===== config.mk =====
export PLATFORM = sky130hd
export DESIGN_NAME = traffic_ctrl
export DESIGN_NICKNAME = d
export VERILOG_FILES = /design/src/rtl/traffic_ctrl.sv
export SDC_FILE = /design/constraint.sdc
export NUM_CORES = 1
export LEC_CHECK = 0
export ABC_AREA = 1
export CAP_MARGIN = 20
export CELL_PAD_IN_SITES_DETAIL_PLACEMENT = 1
export CELL_PAD_IN_SITES_GLOBAL_PLACEMENT = 1
export CORE_ASPECT_RATIO = 0.75
export CORE_MARGIN = 2
export CORE_UTILIZATION = 35
export DETAILED_ROUTE_END_ITERATION = 10
export PLACE_DENSITY_LB_ADDON = 0.1
export RECOVER_POWER = 100
export SLEW_MARGIN = 10
export SYNTH_ARGS = -nofsm -noshare
export SYNTH_HDL_FRONTEND = slang
export SYNTH_SLANG_ARGS = --single-unit

===== constraint.sdc =====
create_clock -name sys_clk -period 2.3 [get_ports sys_clk]
set_input_delay 0.345 -clock sys_clk [delete_from_list [all_inputs] [get_ports sys_clk]]
set_output_delay 0.345 -clock sys_clk [all_outputs]
set_load 0.005 [all_outputs]

===== src/rtl/traffic_ctrl.sv =====
// Two-road traffic light phase sequencer with countdown outputs, freeze and night flashing mode.
// All outputs decode from registered state only.
module traffic_ctrl #(
    parameter int unsigned TICK_DIV = 50_000_000,
    parameter int unsigned GREEN_T  = 27,
    parameter int unsigned YELLOW_T = 3
) (
    input  logic       sys_clk,
    input  logic       sys_rst,
    input  logic       run,
    input  logic       night,
    output logic [5:0] ew_time,
    output logic [5:0] sn_time,
    output logic       en,
    output logic [2:0] ew_led,
    output logic [2:0] sn_led
);

    localparam int unsigned TW = $clog2(TICK_DIV);
    localparam logic [TW-1:0] TickMax = TW'(TICK_DIV - 1);
    localparam logic [5:0] GreenT  = 6'(GREEN_T);
    localparam logic [5:0] YellowT = 6'(YELLOW_T);

    typedef enum logic [2:0] {
        StEwGreen,
        StEwYellow,
        StSnGreen,
        StSnYellow,
        StFlash
    } state_e;

    state_e        state_q;
    logic [TW-1:0] tick_cnt_q;
    logic [5:0]    phase_cnt_q;
    logic          flash_q;
    logic          tick;

    assign tick = run && (tick_cnt_q == TickMax);

    always_ff @(posedge sys_clk) begin
        if (sys_rst) begin
            state_q     <= StEwGreen;
            phase_cnt_q <= GreenT;
            tick_cnt_q  <= '0;
            flash_q     <= 1'b0;
        end else if (night && (state_q != StFlash)) begin
            // Night entry wins over any coincident tick.
            state_q    <= StFlash;
            flash_q    <= 1'b1;
            tick_cnt_q <= '0;
        end else if (!night && (state_q == StFlash)) begin
            state_q     <= StEwGreen;
            phase_cnt_q <= GreenT;
            tick_cnt_q  <= '0;
            flash_q     <= 1'b0;
        end else begin
            if (run) begin
                tick_cnt_q <= (tick_cnt_q == TickMax) ? '0 : tick_cnt_q + 1'b1;
            end
            if (tick) begin
                if (state_q == StFlash) begin
                    flash_q <= ~flash_q;
                end else if (phase_cnt_q == 6'd1) begin
                    unique case (state_q)
                        StEwGreen: begin
                            state_q     <= StEwYellow;
                            phase_cnt_q <= YellowT;
                        end
                        StEwYellow: begin
                            state_q     <= StSnGreen;
                            phase_cnt_q <= GreenT;
                        end
                        StSnGreen: begin
                            state_q     <= StSnYellow;
                            phase_cnt_q <= YellowT;
                        end
                        StSnYellow: begin
                            state_q     <= StEwGreen;
                            phase_cnt_q <= GreenT;
                        end
                        default: begin
                            state_q     <= StEwGreen;
                            phase_cnt_q <= GreenT;
                        end
                    endcase
                end else begin
                    phase_cnt_q <= phase_cnt_q - 6'd1;
                end
            end
        end
    end

    always_comb begin
        ew_time = 6'd0;
        sn_time = 6'd0;
        en      = 1'b1;
        ew_led  = 3'b100;
        sn_led  = 3'b100;
        unique case (state_q)
            StEwGreen: begin
                ew_led  = 3'b001;
                ew_time = phase_cnt_q;
                sn_time = phase_cnt_q + YellowT;
            end
            StEwYellow: begin
                ew_led  = 3'b010;
                ew_time = phase_cnt_q;
                sn_time = phase_cnt_q;
            end
            StSnGreen: begin
                sn_led  = 3'b001;
                ew_time = phase_cnt_q + YellowT;
                sn_time = phase_cnt_q;
            end
            StSnYellow: begin
                sn_led  = 3'b010;
                ew_time = phase_cnt_q;
                sn_time = phase_cnt_q;
            end
            default: begin
                en     = 1'b0;
                ew_led = {1'b0, flash_q, 1'b0};
                sn_led = {1'b0, flash_q, 1'b0};
            end
        endcase
    end

endmodule

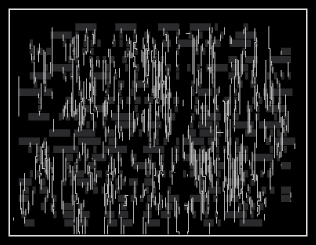
(signal wires on met2)
Scale: 3 px per µm.
nets with wire on the layer: 349
wire length on this layer: 2670 µm
share of all routed wire: 39%
longest straight run: 29.6 µm
main direction: vertical

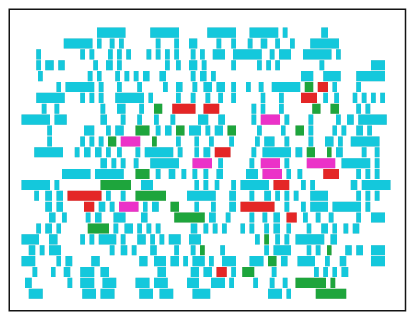
(cells by drive strength)
Scale: 4 px per µm.
| colour | size | cells | most used |
|---|---|---|---|
| red | drive 3 to 4 | 12 | buf_4 |
| cyan | drive 1 or less | 364 | nand2_1 |
| green | drive 2 | 26 | nand2_2 |
| magenta | drive 6 and up | 7 | clkbuf_8 |

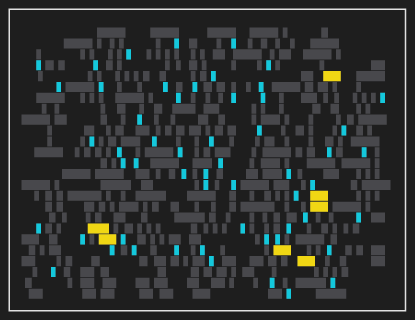
(logic cells by family)
Scale: 4 px per µm.
| colour | family | cells |
|---|---|---|
| yellow | adder and majority cells | 7 |
| cyan | inverters | 55 |

report_power, final:
group	leakage, nW	internal (mW)	switching, mW
Clock	0.0455	0.244	0.221
Sequential	0.292	0.635	0.0143
Combinational	0.941	0.113	0.142
Total	1.28	0.993	0.377
final cells by class:
type,instances,area (µm²)
sequential,36,734
inverter,55,206
fill,873,3590
multi-input combinational,281,1420
tap,81,101
clock buffer,8,90.1
timing repair buffer,29,265
worst register-to-register path: stages, from the launching register on:
cell and delay (ps):
dfxtp_1 430, inv_2 130, nor2_1 170, inv_1 80
ha_1 250, inv_1 100, nand2_1 50, nor2_1 130
nand2_1 230, clkbuf_1 250, nor3_1 150
layer usage:
metal	GRT usage, %	vias up	wire length, µm
li1	-	1253	-
met1	29.3	1127	3890
met2	29.5	19	2670
met3	3.34	5	183
met4	3.96	0	44
met5	0	-	0
cells in the mapped netlist (2+ instances only):
master	n
a21oi_1	8
buf_4	2
dfxtp_1	36
ha_1	7
inv_1	50
inv_2	4
nand2_1	95
nand2_2	6
nand2_4	3
nand3_1	27
nand4_1	11
nor2_1	71
nor2_2	4
nor2_4	2
nor3_1	8
nor3_2	2
o21ai_0	10
o22ai_1	8
xor2_1	12
registers in the layout, summed over array words and instances (netlist names):
signal / flops
state_q: 3
phase_cnt_q: 6
tick_cnt_q: 26
flash_q: 1
per-stage QoR:
stage / setup slack (ps) / instance area (µm²)
floorplan: 409 / 2350
global placement: 194 / 2710
detailed placement: 174 / 2710
CTS: 4.41 / 2820
global route: 28.5 / 2820
finish: 139 / 2820
what timing repair did:
action                                  CTS  global route
resized                                   9            12
endpoints found under the hold margin     0             0
setup buffers                             0             0
pin swaps                                 0             2
endpoints found under the setup margin    9            13
cells by family after synthesis:
family / Yosys count / synth area share (%)
fa+ha+maj: 7 / 3.72
flops: 36 / 30.6
compound gates: 29 / 6.81
buf+inv: 57 / 9.41
xor+xnor: 13 / 4.84
simple gates: 232 / 44.6
path summary, 6_finish.rpt:
| check | endpoint | slack, ps | cells after the start |
|---|---|---|---|
| setup / recovery | sn_time[2] | 140 | 6 |
| hold / removal | phase_cnt_q[1] | 490 | 2 |
| setup reg to reg | tick_cnt_q[3] | 270 | 10 |
| hold reg to reg | phase_cnt_q[1] | 490 | 2 |
==> results.txt <==
This memo summarizes the results of the implementation run.

Detailed routing
The routed design shows a wire length per standard cell of 13.8 µm. The number of nets still failing antenna checks after routing is 0. The first routing iteration left 71 violations.

The overall routed net length is 6790 µm. The total number of vias is 2404.

Critical path
The report shows a maximum critical-path fanout of 5. The worst register-to-register path begins at state_q[2]. The timing report gives the biggest stage delay along the critical path as 530 ps. The critical setup path kind is reg2out. Per the STA report, the cell with the highest stage delay on the worst path is clkdlybuf4s50_1. Per the post-run analysis, buffers plus inverters along the critical path come to 3. STA classifies the critical path startpoint as a flip-flop. STA classifies the critical path endpoint as an output port.

The required time of the critical path is 1960 ps. The cell family contributing the most delay on the critical path is buffers and inverters.

Status
The run finished with clean final reports.

Die
The row count is 25. According to the floorplan report, the total die area is 7400 µm². The die width is 98.7 µm.

In this run the count of I/O pins placed on the die edge is 23.

Global routing
Recorded from the global router log, the overflow total was 0. For this run, the total global-route usage over all layers was measured as 19.5%. The pin count of the biggest net entering global routing is 11. The number of global-route vias before repair is 2400.

Yosys
The commonest register cell after synthesis is dfxtp_1. The synthesized design devotes to its leading area cell type 30.6% of total area. The mean cell area of the mapped netlist is 6.29 µm². The biggest area contributor in the post-synthesis netlist is dfxtp_1.

The count of state elements after synthesis is 36. For reference, the top cells by area after synthesis are dfxtp_1 31%, nand2_1 15%, nor2_1 11%. In the Yosys report, the sequential cells make up 30.6% of the chip area. The number of distinct library cells after synthesis is 27.

Timing
The worst clock skew on the final layout is 7.52 ps. Max-slew check failures listed in the final report amount to 0. The number of failing setup endpoints in the final timing report is 0. The number of endpoints with negative hold slack in the final report is 0. For the pin with the worst max-slew slack, the measured transition is 362 ps. The final critical path takes up 94.0% of the cycle. The smallest clock period supported by the final layout is computed as 2160 ps. For the final routed database, the setup TNS stands at 0 ps. Setup repair after global routing left no endpoint under its margin.

Power and ir drop
The power report puts the leakage power at 1.28 nW. The flow reported a cell area power density of 486 nW/µm². The post-layout total power is 1.37 mW.

Placement
For this run the detailed placement stage logged an HPWL of 5670 µm. The number of placed instances, taps included is 482. The weighted congestion at the end of routability-driven global placement is 0.852. The tally of buffers added on design ports is 22.

CTS
The H-tree generated during clock tree synthesis spans 2 levels. TritonCTS built the clock tree. The clock input transition at the sequential cells of the worst setup and hold paths is 70 ps. The number of buffers on the longest clock path is 2.

Run
Across the run, the number of max-cap violations was 0. The OpenROAD warning count is 30.

Finish
The antenna diode count is 0. The number of nets in the layout is 419. The most common logic cell in the final layout is nand2_1.

The number of standard cells in the layout, taps in and fillers out is 490. The layout-stage area growth over the synthesis result is 19.7%.
Power is estimated from default activity; no workload was simulated.
